$ cat config.mk
export PLATFORM = sky130hd
export DESIGN_NAME = mac_writeback_3
export DESIGN_NICKNAME = d
export VERILOG_FILES = /design/src/rtl/mac_writeback_3.sv
export SDC_FILE = /design/constraint.sdc
export NUM_CORES = 1
export LEC_CHECK = 0
export CAP_MARGIN = 20
export CELL_PAD_IN_SITES_DETAIL_PLACEMENT = 0
export CELL_PAD_IN_SITES_GLOBAL_PLACEMENT = 2
export CORE_MARGIN = 4
export CORE_UTILIZATION = 41
export DETAILED_ROUTE_END_ITERATION = 16
export PLACE_DENSITY = 0.85
export SYNTH_ARGS = -nofsm -noshare
export SYNTH_HDL_FRONTEND = slang
export SYNTH_SLANG_ARGS = --single-unit
$ cat constraint.sdc
create_clock -name clk -period 12.8 [get_ports clk]
set_clock_uncertainty 0.2 [all_clocks]
set_input_delay 1.28 -clock clk [delete_from_list [all_inputs] [get_ports clk]]
set_output_delay 1.28 -clock clk [all_outputs]
set_load 0.02 [all_outputs]
$ cat src/rtl/mac_writeback_3.sv
// Stage-3 MLP consumer: multiply-accumulates neuron x weight terms, requantizes each finished
// neuron through a two-stage write pipeline and signals layer completion after the writes drain.
module mac_writeback_3 #(
  parameter int ACC_W   = 32,
  parameter int SHIFT   = 7,
  parameter int RELU_EN = 1
) (
  input  logic        clk,
  input  logic        reset,
  input  logic        run,
  input  logic        done_3,
  input  logic [15:0] neuron_val_3,
  input  logic [7:0]  weight_val_3,
  input  logic        reset_mult_acc_3,
  input  logic [11:0] out_neuron_addr_3,
  input  logic        write_neuron_3,
  output logic        mem_we,
  output logic [11:0] mem_addr,
  output logic [15:0] mem_wdata,
  output logic        layer_done,
  output logic        busy,
  output logic [11:0] neuron_count
);

  typedef enum logic [1:0] {IDLE, ACTIVE, FLUSH, DONE} state_t;

  state_t state, state_nxt;
  logic   flush_cnt;
  logic   active;

  logic signed [23:0]      neuron_ext, weight_ext, product;
  logic signed [ACC_W-1:0] product_ext;
  logic signed [ACC_W-1:0] acc, acc_nxt;

  logic signed [ACC_W-1:0] acc_p0;
  logic [11:0]             addr_p0;
  logic                    vld_p0;

  localparam logic signed [ACC_W-1:0] SAT_MAX = ACC_W'(32767);
  localparam logic signed [ACC_W-1:0] SAT_MIN = ACC_W'(-32768);

  function automatic logic [15:0] requant(input logic signed [ACC_W-1:0] a);
    logic signed [ACC_W-1:0] r;
    r = a >>> SHIFT;
    if (RELU_EN != 0 && r < 0) r = '0;
    if (r > SAT_MAX) r = SAT_MAX;
    else if (r < SAT_MIN) r = SAT_MIN;
    return r[15:0];
  endfunction

  assign active = (state == ACTIVE);
  assign busy   = (state == ACTIVE) || (state == FLUSH);

  assign neuron_ext  = {{8{neuron_val_3[15]}}, neuron_val_3};
  assign weight_ext  = {{16{weight_val_3[7]}}, weight_val_3};
  assign product     = neuron_ext * weight_ext;
  assign product_ext = ACC_W'(product);
  assign acc_nxt     = (reset_mult_acc_3 ? '0 : acc) + product_ext;

  always_comb begin
    state_nxt = state;
    case (state)
      IDLE:    if (run) state_nxt = ACTIVE;
      ACTIVE:  if (done_3) state_nxt = FLUSH;
      FLUSH:   if (flush_cnt) state_nxt = DONE;
      DONE:    state_nxt = DONE;
      default: state_nxt = IDLE;
    endcase
  end

  // run low behaves like reset except that neuron_count survives until the next layer starts
  always_ff @(posedge clk) begin
    if (reset || !run) begin
      state      <= IDLE;
      flush_cnt  <= 1'b0;
      vld_p0     <= 1'b0;
      mem_we     <= 1'b0;
      mem_addr   <= '0;
      mem_wdata  <= '0;
      layer_done <= 1'b0;
      acc        <= '0;
      if (reset) neuron_count <= '0;
    end else begin
      state      <= state_nxt;
      flush_cnt  <= (state == FLUSH) ? ~flush_cnt : 1'b0;
      layer_done <= (state == FLUSH) && flush_cnt;
      if (active) acc <= acc_nxt;
      // stage A -> stage B boundary
      vld_p0 <= active && write_neuron_3;
      mem_we <= vld_p0;
      if (vld_p0) begin
        mem_addr  <= addr_p0;
        mem_wdata <= requant(acc_p0);
      end
      if (state == IDLE) neuron_count <= '0;
      else if (vld_p0)   neuron_count <= neuron_count + 12'd1;
    end
  end

  // stage A: capture the finished sum and its address
  always_ff @(posedge clk) begin
    if (active && write_neuron_3) begin
      acc_p0  <= acc_nxt;
      addr_p0 <= out_neuron_addr_3;
    end
  end

endmodule

==> results_slide.txt <==
Implementation Results

Outcome
  – Status: complete, no violations

Routing
  – Starting DRT DRC Count: 343
  – DRC Markers: 0
  – Met3 WL: 366 um
  – Antenna viol nets, final: 0
  – Routed length on met1: 10,600 um
  – Vias per cell: 4.90

Final layout
  – Post-route cell area: 12,500 um2
  – Fin cells: 1,543
  – # fillers: 2,440
  – P&R area growth vs syn: 16.9%
  – Antenna cell count: 0
  – Layout cells sized above 1: 5.28%

Floorplan
  – Core area: 25,500 um2
  – # IOs: 85
  – Chip area: 28,800 um2
  – Die span in x: 170 um
  – Die height: 170 um
  – Fp_density: 42.0%

Clock tree
  – Hold-fix buffers, CTS: 0
  – CTS clk-pin slew, worst paths: 0.06 ns
  – Latency at later pin: 0.41 ns
  – CTS root buf: clkbuf_16
  – CTS tree: built
  – H-tree levels: 4
  – Post_cts resized: 0
  – Clock Tree Buf Depth: 2

GRT
  – GRT Max-Usage Layer: met2
  – Met1 Track Usage GR: 22.0%
  – Largest net degree at the start of global routing: 63
  – Remaining Overflow, GRT: 0
  – Vias in the first global route: 7,927
  – Initial antenna violation count: 0

Logic synthesis
  – Most numerous cell in the Yosys netlist: inv_1
  – Yosys cell count: 1,123
  – Syn Nets: 1,349
  – Synth mux share: 5.72%
  – Cell area after synthesis: 10,700 um2
  – XORs/XNORs by Area: 6.00%
  – Area leader share: 19.4%
  – Post-synthesis compound-gate area fraction: 8.79%
  – Cell taking the most area after synthesis: fa_1
  – Simple-Gate Area Share: 17.4%
  – Adder and majority cell fraction of the synthesized area: 28.9%
  – Yosys stat area: 10,700 um2
  – Sequential area share after synthesis: 26.1%
  – Syn Area/Cell: 9.54 um2
  – Synth Instances: 1,123
  – Distinct cells, synth: 72
  – Top cells by area: fa_1 19%, edfxtp_1 14%, dfxtp_1 12%

Setup path
  – Family with the most delay on the worst path: adder cells
  – Critical path class: input port to flip-flop
  – Critical Path Source Type: input port
  – Slowest stage delay, CP: 0.54 ns
  – Slowest-stage cell, CP: fa_1
  – Worst setup EP type: flip-flop
  – Crit-path most repeated cell: fa_1
  – Buf/Inv on CP: 4
  – CP max FO: 15

Hold path
  – Worst Hold Class: flip-flop to flip-flop

STA
  – Fmax: 0.110 GHz
  – Final WS setup: 3.71 ns
  – Final Setup Violations: 0
  – WHS: 0.240 ns
  – Clock period minus worst slack: 9.09 ns
  – Worst slew margin: 34.7%
  – TNS Setup: 0 ns

Placed design
  – PortBufs: 84
  – Post-DP Area: 11,900 um2
  – Placed cells: 1,511
  – Post-DP HPWL: 17,400 um
  – GPL Wtd Cong: 0.835
  – Worst slack, placed: 3.28 ns

Pwr
  – Pwr dens: 255 nW/um2
  – VDD IR max: 0.159 mV
  – Pleak: 5.45 nW

Run
  – Max-cap violations: 0
power breakdown:
group          internal [W]  switching [W]  total [W]
clock              0.000348       0.000179   0.000526
combinational      0.000908        0.00125    0.00215
sequential         0.000492      0.0000165   0.000508
worst register-to-register path: cells and delay by family (launching register included):
family / cells / cell delay (ns)
adder cells (fa/ha/maj): 2 / 0.65
multiplexers: 1 / 0.14
XOR/XNOR: 1 / 0.12
flip-flops: 1 / 0.31
AND-OR/OR-AND: 7 / 1.76
AND/OR/NAND/NOR: 3 / 0.29
layout make-up:
type                            count  area [um2]  area share [%]
Clock buffer                       17         425            3.40
Sequential cell                   115        2790            22.3
Tap cell                          330         413            3.30
Inverter                          168         631            5.04
Clock inverter                     15         229            1.83
Multi-Input combinational cell    810        7160            57.2
Timing Repair Buffer               88         871            6.96
path summary, 6_finish.rpt:
check,end,cells after the start,slack [ns],from
min reg2reg,flush_cnt,1,0.24,flush_cnt
max reg2reg,acc[30],14,9.19,acc[0]
max,acc[30],32,3.71,weight_val_3[7]
min,flush_cnt,1,0.24,flush_cnt
sequential cells by signal, indices dropped and copies added, names as in the netlist:
name and cells:
acc_p0 25, addr_p0 12, flush_cnt 1, mem_wdata 16
mem_addr 12, state 2, vld_p0 1, neuron_count 12
mem_we 1, acc 32, layer_done 1
placed cells by master, fill, tap and decap left out, types with 40 or more instances in the layout:
master           synthesis  final
nor2_1                 131    131
edfxtp_1                49     49
a21oi_1                 43     43
ha_1                    80     79
mux2i_1                 59     59
dfxtp_1                 66     65
and2_1                  94     93
clkdlybuf4s50_1          0     84
inv_1                  168    168
xnor2_1                 40     40
fa_1                   104    104
nand2_1                 45     45
Fig. 1: met1 routing
Supply wires on this layer in gray.
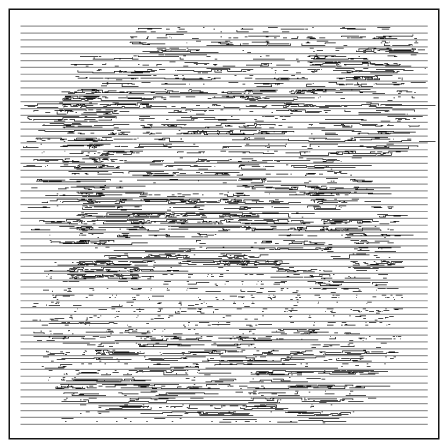
wire length on this layer: 10,600 um
nets with wire on the layer: 1,336
longest straight run: 58.4 um

Fig. 2: metal 2
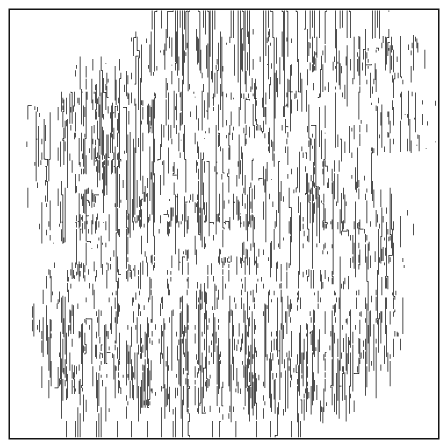
longest straight run: 45.2 um
main direction: vertical
wire length on this layer: 11,400 um
nets with wire on the layer: 1,206
vias: 7,561
total wire length: 22,500 um
Global Route met2 Usage: 29.4%

Fig. 3: metal 3
The bar under the picture is 50 um long. Cells faint in the background.
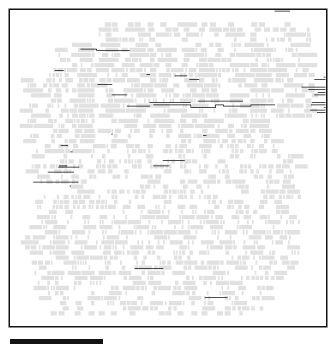
main direction: horizontal
share of all routed wire: 1.6%
wire length on this layer: 367 um
met3 usage: 2.26%

Power figures rest on the tool's default switching activity, not on a simulated workload.
